--- config.mk ---
export PLATFORM = sky130hd
export DESIGN_NAME = axis_traffic_gen
export DESIGN_NICKNAME = d
export VERILOG_FILES = /design/src/rtl/axis_traffic_gen.sv
export SDC_FILE = /design/constraint.sdc
export NUM_CORES = 1
export LEC_CHECK = 0
export CORE_ASPECT_RATIO = 1.1
export CORE_MARGIN = 5
export CORE_UTILIZATION = 52
export DETAILED_ROUTE_END_ITERATION = 16
export PLACE_DENSITY = 0.92
export REMOVE_ABC_BUFFERS = 1
export SETUP_SLACK_MARGIN = 0.3
export SLEW_MARGIN = 15
export SYNTH_ARGS = -nofsm -noshare
export SYNTH_HDL_FRONTEND = slang
export SYNTH_SLANG_ARGS = --single-unit
export TNS_END_PERCENT = 50
--- constraint.sdc ---
create_clock -name clk -period 4.1 [get_ports clk]
set_input_delay 1.025 -clock clk [delete_from_list [all_inputs] [get_ports clk]]
set_output_delay 1.025 -clock clk [all_outputs]
set_load 0.02 [all_outputs]
--- src/rtl/axis_traffic_gen.sv ---
// AXI-Stream traffic generator: counting-pattern words, optional packetisation, fixed or LFSR-random inter-word gaps.
// Latency: first beat valid one cycle after an accepted start; done pulses one cycle after the final handshake.
// Backpressure: holds tdata/tvalid/tlast stable while tready is low; optional stall counter via TRAFFIC_GEN_STALL_STATS_EN.
module axis_traffic_gen #(
  parameter int DATA_WIDTH = 128,
  parameter int LEN_WIDTH  = 16,
  parameter int GAP_LOG2   = 4
) (
  input  logic                  clk,
  input  logic                  rst,
  input  logic                  start,
  input  logic [LEN_WIDTH-1:0]  num_words,
  input  logic [LEN_WIDTH-1:0]  pkt_len,
  input  logic [1:0]            gap_mode,
  input  logic [7:0]            gap_fixed,
  input  logic [15:0]           seed,
  output logic [DATA_WIDTH-1:0] m_axis_tdata,
  output logic                  m_axis_tvalid,
  output logic                  m_axis_tlast,
  input  logic                  m_axis_tready,
  output logic                  busy,
  output logic                  done,
  output logic [LEN_WIDTH-1:0]  words_sent,
  output logic [31:0]           stall_count
);

  localparam int LANES = DATA_WIDTH / 32;
  // Gap counter must hold both the 8-bit fixed gap and the random gap field.
  localparam int GW = (GAP_LOG2 > 8) ? GAP_LOG2 : 8;
  localparam logic [LEN_WIDTH-1:0] LEN_ONE = LEN_WIDTH'(1);
  localparam logic [GW-1:0]        GAP_ONE = GW'(1);

  typedef enum logic [1:0] {IDLE, SEND, GAP} state_t;

  state_t                state_q, state_d;
  logic [LEN_WIDTH-1:0]  idx_q, idx_d;
  logic [LEN_WIDTH-1:0]  pcnt_q, pcnt_d;
  logic [LEN_WIDTH-1:0]  nw_q, nw_d;
  logic [LEN_WIDTH-1:0]  pl_q, pl_d;
  logic [1:0]            mode_q, mode_d;
  logic [7:0]            gfix_q, gfix_d;
  logic [15:0]           lfsr_q, lfsr_d;
  logic [GW-1:0]         gap_cnt_q, gap_cnt_d;
  logic [DATA_WIDTH-1:0] tdata_q, tdata_d;
  logic                  tvalid_q, tvalid_d;
  logic                  tlast_q, tlast_d;
  logic                  done_q, done_d;
  logic [LEN_WIDTH-1:0]  words_q, words_d;

  logic                  hs;
  logic [LEN_WIDTH-1:0]  idx_nx;
  logic [LEN_WIDTH-1:0]  pcnt_nx;
  logic [GW-1:0]         gap_sel;

  // Lane k of word i carries i + k (mod 2^32).
  function automatic logic [DATA_WIDTH-1:0] word_data(input logic [LEN_WIDTH-1:0] i);
    logic [DATA_WIDTH-1:0] d;
    d = '0;
    for (int k = 0; k < LANES; k++) begin
      d[32*k +: 32] = 32'(i) + 32'(k);
    end
    return d;
  endfunction

  // pcnt tracks i mod pkt_len incrementally so no divider is needed.
  function automatic logic last_for(input logic [LEN_WIDTH-1:0] i,
                                    input logic [LEN_WIDTH-1:0] pcnt,
                                    input logic [LEN_WIDTH-1:0] nw,
                                    input logic [LEN_WIDTH-1:0] pl);
    return ((pl != '0) && (pcnt == pl - LEN_ONE)) || (i == nw - LEN_ONE);
  endfunction

  // 16-bit Galois LFSR, right shift, taps 16'hB400.
  function automatic logic [15:0] lfsr_step(input logic [15:0] v);
    return {1'b0, v[15:1]} ^ (v[0] ? 16'hB400 : 16'h0000);
  endfunction

  // Handshake, next word index/packet position and the gap for the current handshake.
  // The random gap uses the LFSR value present at the handshake, before it advances.
  always_comb begin
    hs      = tvalid_q & m_axis_tready;
    idx_nx  = idx_q + LEN_ONE;
    pcnt_nx = ((pl_q != '0) && (pcnt_q == pl_q - LEN_ONE)) ? '0 : pcnt_q + LEN_ONE;
    gap_sel = '0;
    case (mode_q)
      2'd1:    gap_sel = GW'(gfix_q);
      2'd2:    gap_sel = GW'(lfsr_q[GAP_LOG2-1:0]);
      default: gap_sel = '0;
    endcase
  end

  // Next-state and registered-output logic for IDLE / SEND / GAP.
  always_comb begin
    state_d   = state_q;
    idx_d     = idx_q;
    pcnt_d    = pcnt_q;
    nw_d      = nw_q;
    pl_d      = pl_q;
    mode_d    = mode_q;
    gfix_d    = gfix_q;
    lfsr_d    = lfsr_q;
    gap_cnt_d = gap_cnt_q;
    tdata_d   = tdata_q;
    tvalid_d  = tvalid_q;
    tlast_d   = tlast_q;
    done_d    = 1'b0;
    words_d   = words_q;

    case (state_q)
      IDLE: begin
        if (start) begin
          if (num_words != '0) begin
            nw_d     = num_words;
            pl_d     = pkt_len;
            mode_d   = gap_mode;
            gfix_d   = gap_fixed;
            lfsr_d   = (seed == 16'h0000) ? 16'h0001 : seed;
            idx_d    = '0;
            pcnt_d   = '0;
            words_d  = '0;
            tdata_d  = word_data('0);
            tvalid_d = 1'b1;
            tlast_d  = last_for('0, '0, num_words, pkt_len);
            state_d  = SEND;
          end else begin
            done_d = 1'b1;
          end
        end
      end

      SEND: begin
        if (hs) begin
          if (words_q != '1) begin
            words_d = words_q + LEN_ONE;
          end
          if (idx_q == nw_q - LEN_ONE) begin
            state_d  = IDLE;
            tvalid_d = 1'b0;
            tlast_d  = 1'b0;
            done_d   = 1'b1;
          end else begin
            if (mode_q == 2'd2) begin
              lfsr_d = lfsr_step(lfsr_q);
            end
            idx_d   = idx_nx;
            pcnt_d  = pcnt_nx;
            tdata_d = word_data(idx_nx);
            tlast_d = last_for(idx_nx, pcnt_nx, nw_q, pl_q);
            if (gap_sel != '0) begin
              tvalid_d  = 1'b0;
              gap_cnt_d = gap_sel;
              state_d   = GAP;
            end
          end
        end
      end

      GAP: begin
        // Next word is already loaded; reassert valid after exactly gap_sel idle cycles.
        if (gap_cnt_q == GAP_ONE) begin
          tvalid_d = 1'b1;
          state_d  = SEND;
        end else begin
          gap_cnt_d = gap_cnt_q - GAP_ONE;
        end
      end

      default: begin
        state_d  = IDLE;
        tvalid_d = 1'b0;
        tlast_d  = 1'b0;
      end
    endcase
  end

  // State and output registers with synchronous reset; reset also drops any same-cycle start.
  always_ff @(posedge clk) begin
    if (rst) begin
      state_q   <= IDLE;
      idx_q     <= '0;
      pcnt_q    <= '0;
      nw_q      <= '0;
      pl_q      <= '0;
      mode_q    <= '0;
      gfix_q    <= '0;
      lfsr_q    <= 16'h0001;
      gap_cnt_q <= '0;
      tdata_q   <= '0;
      tvalid_q  <= 1'b0;
      tlast_q   <= 1'b0;
      done_q    <= 1'b0;
      words_q   <= '0;
    end else begin
      state_q   <= state_d;
      idx_q     <= idx_d;
      pcnt_q    <= pcnt_d;
      nw_q      <= nw_d;
      pl_q      <= pl_d;
      mode_q    <= mode_d;
      gfix_q    <= gfix_d;
      lfsr_q    <= lfsr_d;
      gap_cnt_q <= gap_cnt_d;
      tdata_q   <= tdata_d;
      tvalid_q  <= tvalid_d;
      tlast_q   <= tlast_d;
      done_q    <= done_d;
      words_q   <= words_d;
    end
  end

`ifdef TRAFFIC_GEN_STALL_STATS_EN
  logic [31:0] stall_q, stall_d;

  // Count saturating stall cycles; cleared when a non-empty run is accepted.
  always_comb begin
    stall_d = stall_q;
    if ((state_q == IDLE) && start && (num_words != '0)) begin
      stall_d = '0;
    end else if (tvalid_q && !m_axis_tready && (stall_q != 32'hFFFF_FFFF)) begin
      stall_d = stall_q + 32'd1;
    end
  end

  // Stall counter register.
  always_ff @(posedge clk) begin
    if (rst) begin
      stall_q <= '0;
    end else begin
      stall_q <= stall_d;
    end
  end

  assign stall_count = stall_q;
`else
  assign stall_count = '0;
`endif

  assign m_axis_tdata  = tdata_q;
  assign m_axis_tvalid = tvalid_q;
  assign m_axis_tlast  = tlast_q;
  assign busy          = (state_q != IDLE);
  assign done          = done_q;
  assign words_sent    = words_q;

endmodule

==> git commit body <==
Refresh implementation metrics

- Status: completed
- Counting both buffers and inverters, the worst setup path holds a total of 3.
* Setup Total Neg Slack: 0 ns
* Relative contribution of combinational cells to total power: roughly 27%
- Of the total synthesized cell area, the portion taken by AND, OR, NAND and NOR gates is around a quarter.
* Reported sequential group power: ~0.0018 W
- For this run, combinational gates with multiple inputs come to 1070.
* Final-stage net count: about 1500
- Endpoints failing hold: 0
- The fraction of final cell area spent on clock buffers and inverters in this run is under 10%.
- Detail Route Antenna Nets: 0
- Number of buffers inserted by hold repair at cts: 0
- The cell-mix breakdown from Yosys lists the XOR/XNOR area share as a little over an eighth.
- Kind of capture point of the worst setup path: register
- Final worst path period need: 3.65 ns
* Total standard cell area after synthesis: ~11000 um^2
- Post-route worst hold slack: 0.454 ns
* Port Buffers: 148
* Clock sinks: 167
* Fill cell instance count of the final layout: around 1700
* Area-dominant class: multi-input combinational cells
* Yosys top cell by area: sky130_fd_sc_hd__dfxtp_1
- Buffers outside the clock tree occupy 13.8% of the routed design's cell area.
- Maximum single-stage delay on the critical path: 0.49 ns
- Remaining max-slew budget at the tightest pin: 27.4%
- Traced cell by cell, the critical path runs through inv_1 > ha_1 > nor3b_2 > or3b_2 > xor2_1 > xor2_1 > nand4_1 > nor3_4 > buf_4 > a21oi_2 > buf_4 > nand3_1 > a21oi_1.
* Number of enable-type register cells in the synthesized netlist: 0
* Row count: between 50 and 60
- Most instantiated cells after synthesis: sky130_fd_sc_hd__nor2_1 (176), sky130_fd_sc_hd__dfxtp_1 (167), sky130_fd_sc_hd__nand2_1 (110), sky130_fd_sc_hd__buf_4 (106), sky130_fd_sc_hd__xnor2_1 (91)
- Number of cells produced by synthesis: about 1400
* Cell family with most CP delay: simple AND/OR/NAND/NOR gates
* Post-CTS setup buffer count: 0
* # clk buffers: 21
* Seq area share: 26.2%
* Width of the die: about 150 um
* Overall chip area: 24000 um^2
* Highest clock rate: around 270 MHz
* Leak: 4.65 nW
- Met2 wire length: 15.7 mm
- 242 I/O pins were placed.
- Of the post-synthesis cell area, the part taken by muxes is about 4.2%.
- Nonclk inv count: 25
- Clock group power: around 0.0016 W
- Largest cells by area after synthesis: sky130_fd_sc_hd__dfxtp_1 (31%), sky130_fd_sc_hd__xnor2_1 (7.3%), sky130_fd_sc_hd__buf_4 (7.3%)
* Global route overflow: 0
* Number of vias per cell after detailed routing: around 5.9
- Initial Utilization: a little over half
- Crit path max fanout: 30
- Global-route wire length before repair: between 40 and 50 mm
- Area share of fa/ha/maj cells after synthesis: roughly 1.5%
* Net Switching: around 0.0016 W
- Share of the clock period used by the worst path after layout: around nine tenths
* Vertical die size: around 160 um
- Count of state elements after synthesis: 167
* Internal portion of total power: approximately 0.0031 W
- Number of warnings in the stage logs: 32
- At the pin with the least slew margin, the transition time is approximately 1.1 ns.
- Crit path to: m_axis_tdata[73]
* CP arrival: a little under 4 ns
* Clock tree from TritonCTS: yes
- The dominant power group in this design is sequential cells.
- Sequential cell area: approximately 3300 um^2
- Largest logic family: simple AND/OR/NAND/NOR gates
- The number of cells on the worst reg-to-reg path is 13.
* Commonest cells after routing, fill and taps aside: sky130_fd_sc_hd__nor2_1 (175), sky130_fd_sc_hd__dfxtp_1 (167), sky130_fd_sc_hd__clkdlybuf4s50_1 (147)
* Number of max-cap violations: 0
- The final layout contains a sequential cell count of 167.
- On the reported timing paths, the clock transition at the registers reads 0.06 ns.
* Highest routed metal layer: met4
- After legalization and detailed placement, the total HPWL measured ~22 mm.
- In the setup report, the worst path falls into the class register to register.
- Yosys instantiated no cell more often than sky130_fd_sc_hd__nor2_1.
* Antenna fix cells: 0
* Worst-case clock skew: around 0.010 ns
* Routed wire length on met3: 2.07 mm
* Weighted congestion reported at the end of routability-driven placement: 0.935
- Tap insertion was completed with 256 tapcells.
- For the worst-skew pair, the clock arrives at the later sink with an insertion delay of about 0.43 ns.
- The total area inside the core boundary comes to roughly 21000 um^2.
* Clock network fraction of design power: about a third
* Endpoint, Worst Hold: m_axis_tdata[73]
* Reg-to-reg critical path endpoint: m_axis_tdata[73]
- In the final report, the number of pins over their slew limit comes to 0.
- In the final report, the number of endpoints failing setup comes to 0.
- The synth_stat.txt file lists the number of cells as 1363.
- In this run the worst setup path begins at nw_q[0].
- Met1 demand-to-capacity share in global routing: ~29%
- Of the cells placed in the final design, the portion with a size suffix greater than 1 is under 10%.
- Synth Area per Inst: ~8.0 um^2
- Unique cell types: 80
- Origin of the critical flop-to-flop path: nw_q[0]
- For this run, the chip area from Yosys synthesis comes to about 11000 um^2.
- Total of warnings raised by yosys: 0
- Combinational cells consume a total of between 0.001 and 0.0015 W.
- The flow reports that sequential cells draw between 30% and 40% of the design power.
* Logic cell area: ~6700 um^2
- Setup repair after global routing left no endpoint under its margin.
* Fraction of post-synthesis cell area in the top cell type by area: 30.6%
* Proportion of synthesized flip-flops having asynchronous set or reset: 0%
- Hold Path Cell Cnt: 2
* Required time reported for the critical path endpoint: ~4.4 ns
- After detailed placement, the total cell area comes to 12200 um^2.
* Cell resize tally after clock tree synthesis: 2
- Reg2reg setup slack: between 0.4 and 0.5 ns
- Entering global routing, the biggest net connects approximately 150 pins.
- After detailed routing, the number of remaining DRC violations is 0.
- Initial DRT Pass Iterations: 6
- Category of the worst setup path launch point: register
* Fraction of the yosys area taken by sequential cells: between 30 and 40%
- Net Sw Frac: 33.7%
* Hold path start: m_axis_tdata[73]
* Min-delay worst type: register to register
* Peak supply drop: 287 uV
- The initial antenna violation count came to 0.
* Crit-path slowest cell: sky130_fd_sc_hd__or3b_2
- Cell depth of the worst setup path: 13
- AO/OA Area Share: around 14%
- Number of buffers between clock root and the deepest sink: 2
- Final Power: 0.00464 W
* Met1 wire length: around 12 mm
* Number of global-route vias before repair: 9744
- Logged for this run, the post-placement worst setup slack is 0.240 ns.
- The commonest register cell is sky130_fd_sc_hd__dfxtp_1.
- TritonCTS buffer count: 17
- Clock root buffer master: sky130_fd_sc_hd__clkbuf_16
* Flip-flop count of the largest register after layout: around 50
- In this run the power density over the cells is ~360 nW/um^2.
- Iteration-0 DRC count of the detailed router: ~1000
- Looking at the clock tree report, the H-tree level count equals 4.
- After detailed placement, the design holds a cell count of ~1700.
### Gate-type map

Drawn at 3 px/um.
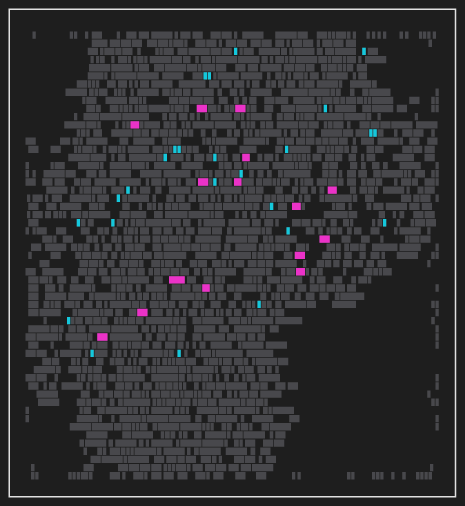
legend:
  cyan:
    family: inverters
    cells: 25
    most_used: inv_1
  magenta:
    family: AND-OR and OR-AND gates
    cells: 15
    most_used: a211o_1
most used logic cell in the final layout: sky130_fd_sc_hd__nor2_1
final instance count without filler cells: 1732
multi-input logic portion of the cell area: 52.4%

### Track usage over the die

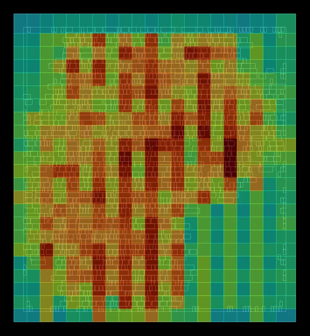
Finished Core Util: 61.9%
global route hottest layer: met2
total routing resource utilization after global routing: 24.4%
average wire per standard cell: 17.7 um

### Cell sizes after repair

Drawn at 3 px/um.
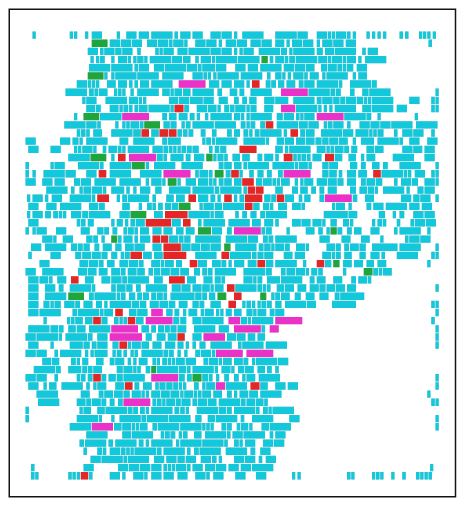
legend:
  green:
    size: drive 2
    cells: 23
    share: 1.6%
  cyan:
    size: drive 1 or less
    cells: 1379
    share: 93%
  magenta:
    size: drive 6 and up
    cells: 25
    share: 1.7%
  red:
    size: drive 3 to 4
    cells: 49
    share: 3.3%
Plain + repair buffers: 182
layout overhead on the synthesized area: 16.9%
Final WS setup: 0.452 ns
area of all placed cells without fillers: 12800 um^2

### Metal 3

Drawn at 1.5 px/um.
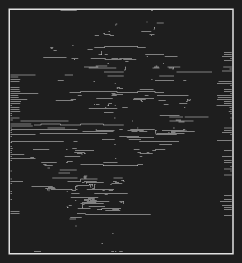
nets with wire on the layer: 221
main direction: horizontal
longest straight run: 44.6 um
share of all routed wire: 6.8%
routed via count: 10200
GRT met3 Usage: 4.49%

### Signal wires on met2

Drawn at 1.5 px/um.
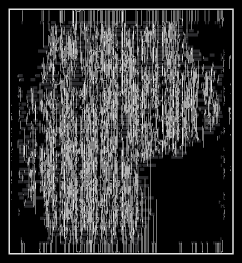
nets with wire on the layer: 1352
wire length on this layer: 15700 um
share of all routed wire: 51%
main direction: vertical
longest straight run: 48.8 um
sum of routed wire length over all layers: 30.6 mm
fraction of met2 tracks used by global routing: 42.6%

Power figures rest on the tool's default switching activity, not on a simulated workload.
